Run 1, power grid:
Bar = 20 µm. Pins as bars on the die edge. Tap cells in gray.
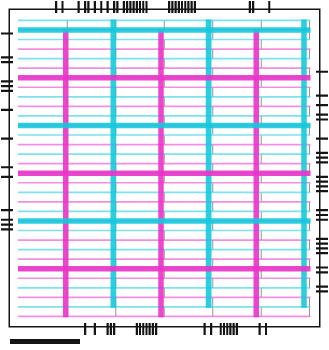
Run 1, placed cells, one color a class:
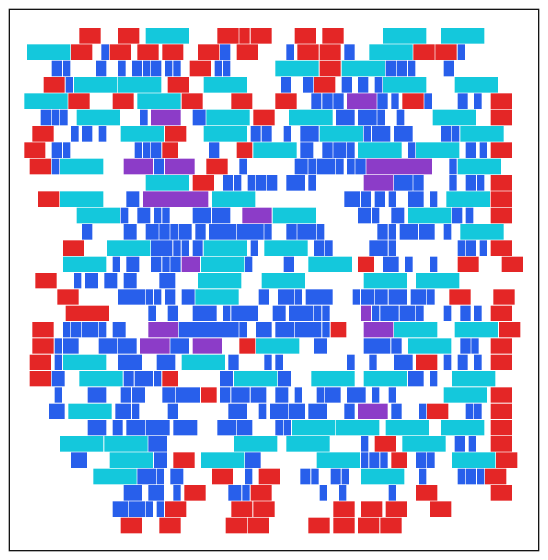
Run 1, clock distribution:
Bar = 20 µm.
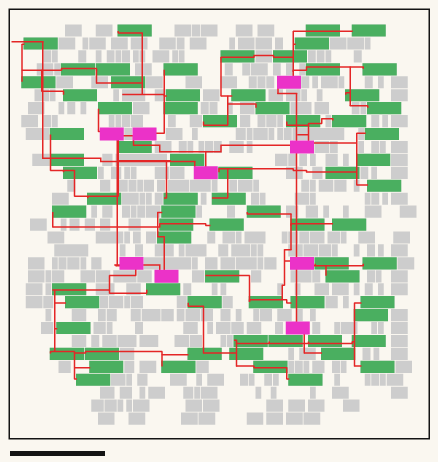
--- src/rtl/dsp_boot_loader_pkg.sv ---
// Shared definitions for the DSP boot loader: the SRAM/register widths, the
// sequencer state encoding, the default reset-hold length and a width helper
// for the bank-select field.
package dsp_boot_loader_pkg;

    localparam int SRAM_ADDR_LEN  = 15;
    localparam int REG_WORD_LEN   = 16;
    localparam int BL_HOLD_CYCLES = 4;

    typedef enum logic [1:0] {
        BL_IDLE = 2'd0,
        BL_LOAD = 2'd1,
        BL_HOLD = 2'd2,
        BL_RUN  = 2'd3
    } bl_state_t;

    // Bank-select width; a single bank still gets a one-bit field.
    function automatic int bank_w(input int num_banks);
        return (num_banks > 1) ? $clog2(num_banks) : 1;
    endfunction

endpackage

--- src/rtl/dsp_boot_loader_addr_counter.sv ---
// bl_addr_counter: write-address up-counter (wraps modulo 2^ADDR_W) paired with
// a remaining-word down-counter. 'last' flags that the next step consumes the
// final word of the load.
//   clk, rst  : clock, synchronous active-high reset
//   load      : capture base/len (takes priority over step)
//   base, len : first address and word count
//   step      : one word accepted
//   addr      : address for the word currently being accepted
//   last      : remaining == 1
module bl_addr_counter #(
    parameter int ADDR_W = 15,
    parameter int LEN_W  = 16
) (
    input  logic              clk,
    input  logic              rst,
    input  logic              load,
    input  logic [ADDR_W-1:0] base,
    input  logic [LEN_W-1:0]  len,
    input  logic              step,
    output logic [ADDR_W-1:0] addr,
    output logic              last
);

    logic [LEN_W-1:0] remaining_r;

    // Address and remaining-count registers.
    always_ff @(posedge clk) begin
        if (rst) begin
            addr        <= {ADDR_W{1'b0}};
            remaining_r <= {LEN_W{1'b0}};
        end else if (load) begin
            addr        <= base;
            remaining_r <= len;
        end else if (step) begin
            addr        <= addr + ADDR_W'(1);
            remaining_r <= remaining_r - LEN_W'(1);
        end else begin
            addr        <= addr;
            remaining_r <= remaining_r;
        end
    end

    assign last = (remaining_r == LEN_W'(1));

endmodule

--- src/rtl/dsp_boot_loader.sv ---
// dsp_boot_loader: preloads one of NUM_BANKS data SRAM banks from a
// valid/ready word stream and keeps the DSP core in reset until HOLD_CYCLES
// cycles after the final accepted word.
//   clk, rst                 : clock, synchronous active-high reset
//   start, cfg_bank/base/len : single-cycle load request and its configuration
//   in_valid/in_ready/in_data: word stream (in_ready is high throughout LOAD)
//   wr_en/wr_addr/wr_data    : registered SRAM write port, one cycle after accept
//   core_rst                 : DSP core reset, low only in RUN
//   busy, done, err          : LOAD|HOLD, first RUN cycle, rejected start
module dsp_boot_loader
    import dsp_boot_loader_pkg::*;
#(
    parameter int ADDR_W      = SRAM_ADDR_LEN,
    parameter int DATA_W      = REG_WORD_LEN,
    parameter int NUM_BANKS   = 2,
    parameter int LEN_W       = 16,
    parameter int HOLD_CYCLES = BL_HOLD_CYCLES
) (
    input  logic                         clk,
    input  logic                         rst,
    input  logic                         start,
    input  logic [bank_w(NUM_BANKS)-1:0] cfg_bank,
    input  logic [ADDR_W-1:0]            cfg_base,
    input  logic [LEN_W-1:0]             cfg_len,
    input  logic                         in_valid,
    output logic                         in_ready,
    input  logic [DATA_W-1:0]            in_data,
    output logic [NUM_BANKS-1:0]         wr_en,
    output logic [ADDR_W-1:0]            wr_addr,
    output logic [DATA_W-1:0]            wr_data,
    output logic                         core_rst,
    output logic                         busy,
    output logic                         done,
    output logic                         err
);

    localparam int BANK_W   = bank_w(NUM_BANKS);
    localparam int LIMIT_W  = BANK_W + 1;
    localparam int HOLD_W   = $clog2(HOLD_CYCLES + 1);
    // One extra bit so a power-of-two bank count is representable.
    localparam logic [LIMIT_W-1:0] BANK_LIMIT = LIMIT_W'(NUM_BANKS);
    localparam logic [HOLD_W-1:0]  HOLD_INIT  = HOLD_W'(HOLD_CYCLES - 1);

    bl_state_t            state_r;
    logic [BANK_W-1:0]    bank_r;
    logic [HOLD_W-1:0]    hold_cnt_r;
    logic [ADDR_W-1:0]    addr_s;
    logic                 last_s;
    logic                 accept_s;
    logic                 bank_ok_s;
    logic                 can_start_s;
    logic                 start_ok_s;
    logic [NUM_BANKS-1:0] onehot_s;

    assign in_ready = (state_r == BL_LOAD);

    // Start qualification, stream handshake and bank decode.
    always_comb begin
        bank_ok_s   = ({1'b0, cfg_bank} < BANK_LIMIT);
        can_start_s = (state_r == BL_IDLE) || (state_r == BL_RUN);
        start_ok_s  = start && bank_ok_s && can_start_s;
        accept_s    = in_valid && in_ready;
        onehot_s    = {NUM_BANKS{1'b0}};
        for (int i = 0; i < NUM_BANKS; i++) begin
            onehot_s[i] = (bank_r == BANK_W'(i));
        end
    end

    bl_addr_counter #(
        .ADDR_W (ADDR_W),
        .LEN_W  (LEN_W)
    ) u_addr_counter (
        .clk  (clk),
        .rst  (rst),
        .load (start_ok_s),
        .base (cfg_base),
        .len  (cfg_len),
        .step (accept_s),
        .addr (addr_s),
        .last (last_s)
    );

    // Sequencer FSM with registered write port, hold timer and status pulses.
    always_ff @(posedge clk) begin
        if (rst) begin
            state_r    <= BL_IDLE;
            bank_r     <= {BANK_W{1'b0}};
            hold_cnt_r <= {HOLD_W{1'b0}};
            core_rst   <= 1'b1;
            wr_en      <= {NUM_BANKS{1'b0}};
            wr_addr    <= {ADDR_W{1'b0}};
            wr_data    <= {DATA_W{1'b0}};
            busy       <= 1'b0;
            done       <= 1'b0;
            err        <= 1'b0;
        end else begin
            done <= 1'b0;
            err  <= 1'b0;

            // Write port: exactly one cycle after each accept, idle otherwise.
            if (accept_s) begin
                wr_en   <= onehot_s;
                wr_addr <= addr_s;
                wr_data <= in_data;
            end else begin
                wr_en <= {NUM_BANKS{1'b0}};
            end

            case (state_r)
                BL_IDLE, BL_RUN: begin
                    if (start && bank_ok_s) begin
                        // Fresh load or reload: core goes back into reset.
                        bank_r   <= cfg_bank;
                        core_rst <= 1'b1;
                        busy     <= 1'b1;
                        if (cfg_len != {LEN_W{1'b0}}) begin
                            state_r <= BL_LOAD;
                        end else begin
                            state_r    <= BL_HOLD;
                            hold_cnt_r <= HOLD_INIT;
                        end
                    end else if (start) begin
                        err <= 1'b1;
                    end else begin
                        state_r <= state_r;
                    end
                end
                BL_LOAD: begin
                    if (start) begin
                        err <= 1'b1;
                    end
                    if (accept_s && last_s) begin
                        state_r    <= BL_HOLD;
                        hold_cnt_r <= HOLD_INIT;
                    end
                end
                BL_HOLD: begin
                    if (start) begin
                        err <= 1'b1;
                    end
                    if (hold_cnt_r == {HOLD_W{1'b0}}) begin
                        state_r  <= BL_RUN;
                        core_rst <= 1'b0;
                        busy     <= 1'b0;
                        done     <= 1'b1;
                    end else begin
                        hold_cnt_r <= hold_cnt_r - HOLD_W'(1);
                    end
                end
                default: begin
                    state_r  <= BL_IDLE;
                    core_rst <= 1'b1;
                    busy     <= 1'b0;
                end
            endcase
        end
    end

endmodule

--- config.mk ---
export PLATFORM = sky130hd
export DESIGN_NAME = dsp_boot_loader
export DESIGN_NICKNAME = d
export VERILOG_FILES = /design/src/rtl/dsp_boot_loader_pkg.sv /design/src/rtl/dsp_boot_loader_addr_counter.sv /design/src/rtl/dsp_boot_loader.sv
export SDC_FILE = /design/constraint.sdc
export NUM_CORES = 1
export LEC_CHECK = 0
export CORE_AREA = 2 2 86 88
export CTS_CLUSTER_DIAMETER = 200
export CTS_CLUSTER_SIZE = 14
export DETAILED_ROUTE_END_ITERATION = 8
export DIE_AREA = 0 0 88 90
export PLACE_DENSITY_LB_ADDON = 0.1
export SLEW_MARGIN = 10
export SYNTH_ARGS = -nofsm -noshare
export SYNTH_HDL_FRONTEND = slang
export SYNTH_SLANG_ARGS = --single-unit
--- constraint.sdc ---
create_clock -name clk -period 2.5 [get_ports clk]
set_clock_uncertainty 0.2 [all_clocks]
set_input_delay 0.25 -clock clk [delete_from_list [all_inputs] [get_ports clk]]
set_output_delay 0.25 -clock clk [all_outputs]
set_load 0.02 [all_outputs]
==> metrics.cfg, run 1 <==
[route]
top_layer = met4
post_drt_wl_per_cell_um = 12.99
post-route-drc-count = 0
met3WireLength_um = 296
postRouteAntennaNets = 0
drt_iter0_drc = 94

[logic_synthesis]
async_flop_share_pct = 0
logic_family = simple AND/OR/NAND/NOR gates
ys_chip_area_um2 = 3244
postSynthCellCount = 396
ys_sh_mux_pct = 0
flop_cell = dfxtp_1

[floorplan]
dieArea_um2 = 7920

[worst_setup_path]
cp_cell_sequence = or4_4 -> or3_4 -> o32a_2 -> nor2_2 -> a311oi_1

[timing]
worstMarginPinSlew_ps = 425.7
fmax_mhz = 425.1
period_needed_ps = 2352

[layout]
lay_top_count = clkdlybuf4s50_1
layout.cells.non_filler = 586
seq_share_pct = 33.07
regArea_um2 = 1481
mostFrequentLayoutCells = clkdlybuf4s50_1, nand2_1, dfxtp_1
nFillCells = 644
top_regs = u_addr_counter.remaining_r x16, wr_data x16

[power_and_ir_drop]
power_density_nw_per_um2 = 952.3
power.group.top = sequential cells
p_comb_share_pct = 36.1
p_leak_nw = 1.574

[status]
status = finished clean

[global_route]
gr-total-overflow = 0
grt_use_total_pct = 19.99

[run]
drv_cap = 0

Notes on 'power grid' above:
Magenta stands for VSS. Cyan stands for VDD.
99 tap cells. 6 straps on met4. 32 met1 rails follow the rows. 6 straps on met5. 90 signal pins sit on the boundary.
Die Wd: 88 µm
Die Ht: 90 µm

Notes on 'placed cells, one color a class' above:
Cyan stands for sequential cells, cells 74, share of their area 34%. Blue stands for remaining logic cells, cells 300, share of their area 39%. Purple stands for clock drivers and dummy loads, cells 15, share of their area 5.2%. Red stands for remaining buffers and delay cells, cells 98, share of their area 22%.
# rows: 31
Final Instance Area: 4479 µm²
core area: 7020 µm²

Notes on 'clock distribution' above:
Green stands for flip-flops, count 74. Magenta stands for clock-net drivers, count 9. Red stands for clock wires, length 878 µm.
Position of the flops: all over the die.
Clk. pwr: 1.05 mW
Clk network pwr share: 24.5%

-- run 1: cells in the mapped netlist, types with 3 or more instances --
cell type | instances | area, µm²
nand3_1 | 3 | 15.01
ha_1 | 7 | 87.58
o21ai_0 | 11 | 55.05
and2_1 | 4 | 25.02
nor4_1 | 8 | 50.05
and3_1 | 5 | 31.28
nor2_1 | 34 | 127.6
nor3_1 | 10 | 50.05
xor2_1 | 9 | 78.83
a21oi_1 | 47 | 235.2
nand2_1 | 83 | 311.6
clkbuf_1 | 22 | 82.58
a211oi_1 | 20 | 150.1
xnor2_1 | 19 | 166.4
dfxtp_1 | 74 | 1481
inv_1 | 11 | 41.29
a311oi_1 | 4 | 35.03
nand4_1 | 4 | 25.02
==> run 2: changes to the inputs <==
- SETUP_SLACK_MARGIN: unset -> 0.4
Run 2, clock distribution:
Bar = 20 µm.
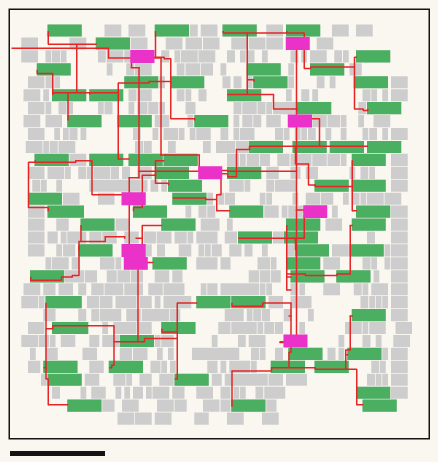
Red stands for clock wires, length 895 µm. Green stands for flip-flops, count 74. Magenta stands for clock-net drivers, count 9.
There are 10 routed clock nets.
Clk. pwr: 953 µW
Clk network pwr share: 21.7%
Clock Latency Late Sink: 340 ps

Run 2, wiring by layer:
Bar = 20 µm. Two of the layers only.
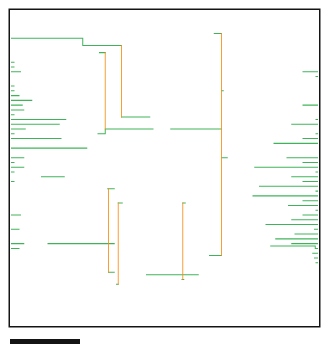
Green stands for M3, wire length 429 µm. Orange stands for M4, wire length 174 µm.
drt total wl: 8041 µm
GRT Total Usage: 21.36%
detailed-route via count: 3027
DR WL/cell: 13.47 µm

==> run 2 against run 1 <==
Compared with the run above: sequential cell count unchanged; worst hold slack better by 41 ps; highest routed layer unchanged; die area did not move.
==> metrics.cfg, run 2 <==
[power_and_ir_drop]
power_density_nw_per_um2 = 950.8
p_leak_nw = 1.633

[logic_synthesis]
top_cell_area_share_pct = 45.66
top_cell = nand2_1
common_cells = nand2_1, dfxtp_1, a21oi_1, nor2_1, clkbuf_1
ys_sh_mux_pct = 0
top_cells_by_area = dfxtp_1, nand2_1, a21oi_1
postSynthCellCount = 396
logic_family = simple AND/OR/NAND/NOR gates
ys_chip_area_um2 = 3244

[route]
top_layer = met4
post-route-drc-count = 0

[status]
status = finished clean

[floorplan]
dieArea_um2 = 7920
rows = 31
core-area_um2 = 7020
dieHeight_um = 90

[worst_setup_path]
cp_cell_sequence = or4_4 -> or3_4 -> o32ai_4 -> a21oi_1 -> a311oi_1

[layout]
top_regs = u_addr_counter.remaining_r x16, wr_data x16
mostFrequentLayoutCells = clkdlybuf4s50_1, nand2_1, dfxtp_1
regArea_um2 = 1485
nFillCells = 621

[timing]
worstMarginPinSlew_ps = 482.6
period_needed_ps = 2255
fmax_mhz = 443.6

[global_route]
gr-total-overflow = 0

Run 2, placed cells, one color a class:
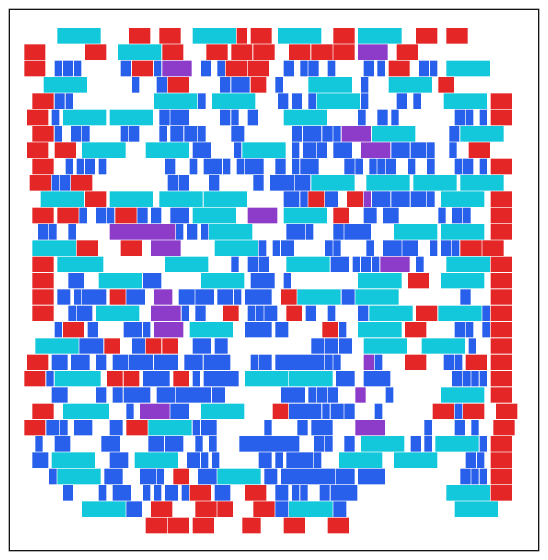
Final Util: 65.66%
Seq area share: 32.22%

run 2: cell counts after synthesis:
Identical to the previous run, type by type.
run 2: through the flow:
| stage | util, % | hold WS [ps] | setup WS (ps) | cells | cell area (µm²) |
|---|---|---|---|---|---|
| 2_1_floorplan | - | 186.0 | 330.8 | 396 | 3264 |
| 3_3_place_gp | 61.02 | 233.2 | 265.2 | 574 | 4284 |
| 3_5_place_dp | 61.02 | 232.6 | 239.3 | 574 | 4284 |
| 4_1_cts | 65.03 | 145.5 | 231.1 | 595 | 4566 |
| 5_1_grt | 65.66 | 177.3 | 171.9 | 597 | 4609 |
| 6_report | 65.66 | 172.0 | 245.5 | 597 | 4609 |
run 2: power breakdown:
group	switching (mW)	internal (mW)
logic	0.932	0.809
registers	0.240	1.45
clock network	0.436	0.517
total	1.61	2.77
==> run 3: changes to the inputs <==
- TNS_END_PERCENT: unset -> 5
Run 3, wiring by layer:
Bar = 20 µm. Two of the layers only.
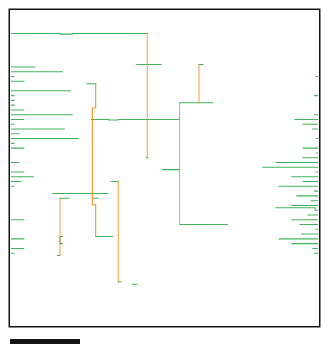
Green stands for M3, wire length 414 µm. Orange stands for M4, wire length 171 µm.
detailed-route via count: 3031
DR WL/cell: 13.40 µm
GRT Total Usage: 20.94%
drt total wl: 7973 µm

Run 3, placed cells, one color a class:
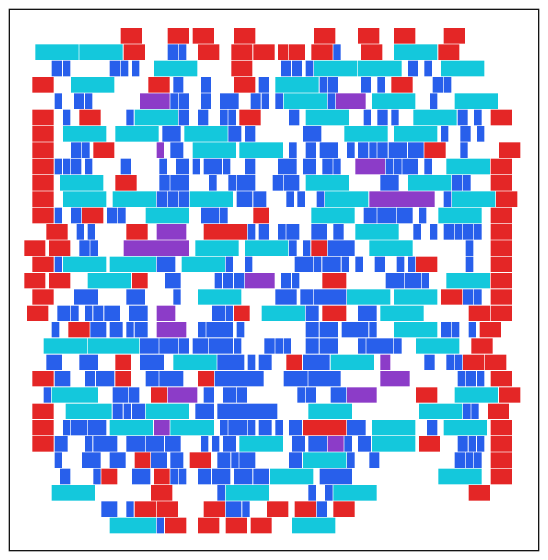
Purple stands for clock drivers and dummy loads, cells 16, share of their area 4.8%. Blue stands for remaining logic cells, cells 300, share of their area 39%. Cyan stands for sequential cells, cells 74, share of their area 33%. Red stands for remaining buffers and delay cells, cells 106, share of their area 23%.
Final Util: 65.60%
Seq area share: 32.36%
Final Instance Area: 4606 µm²

==> run 3 against run 2 <==
Compared with the run above: worst setup slack worse by 37 ps; global-route usage is 0.42 points lower; sequential cell count did not move; final cell count down 0.34%; critical path depth grew 1; sequential power about the same; critical endpoint unchanged.
==> metrics.cfg, run 3 <==
[floorplan]
rows = 31
core-area_um2 = 7020
dieArea_um2 = 7920
dieHeight_um = 90
fp.dieW_um = 88

[layout]
layout.cells.non_filler = 595
nFillCells = 639
regArea_um2 = 1490
lay_top_count = clkdlybuf4s50_1
top_regs = u_addr_counter.remaining_r x16, wr_data x16

[global_route]
gr-total-overflow = 0

[route]
postRouteAntennaNets = 0
met3WireLength_um = 413
top_layer = met4
post-route-drc-count = 0
drt_iter0_drc = 94

[logic_synthesis]
flop_cell = dfxtp_1
top_cells_by_area = dfxtp_1, nand2_1, a21oi_1
top_cell_area_share_pct = 45.66
top_cell = nand2_1
async_flop_share_pct = 0
ys_chip_area_um2 = 3244

[timing]
setup_viol_count_final = 0
setup_ws_ps = 208.6
fmax_mhz = 436.4
fin_tns_setup_ps = 0
timing.hold.ws_ps = 54.95
worstMarginPinSlew_ps = 524.0
hold_viol_final = 0

[placed_design]
place_inst = 571
dp_slack_ps = 197.9
dpl-instance-area_um2 = 4285

[run]
drv_cap = 0

[power_and_ir_drop]
p_leak_nw = 1.618
power_density_nw_per_um2 = 972.8

[clock_tree]
clock_latency_ps = 350

[status]
status = finished clean

Run 3, clock nets:
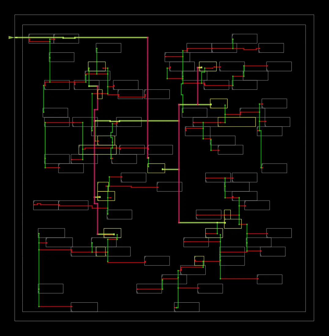
CTS sink cnt: 74
registers: 74

[run 3: cell counts after synthesis]
No cell type changed its count.
[run 3: critical path: cells and delay by family, from the launching register on]
| kind | cells | cell delay [ps] |
|---|---|---|
| AND/OR/NAND/NOR | 2 | 930 |
| buffers and inverters | 1 | 160 |
| AND-OR/OR-AND | 3 | 570 |
| flip-flops | 1 | 330 |
[run 3: cell families after synthesis]
logic type                 synth area share (%)
xor gates and xnor gates                  7.559
DFF                                       45.66
AOI/OAI and AO/OA                         17.28
and+or+nand+nor                           22.99
adders and majority gates                 2.699
buffers and inverters                     3.818
[run 3: power breakdown]
part	switching (mW)	leakage, nW	internal [mW]
Combinational	0.932	0.907	0.852
Sequential	0.230	0.608	1.45
Clock	0.449	0.103	0.564
Total	1.61	1.62	2.87
Power figures rest on the tool's default switching activity, not on a simulated workload.
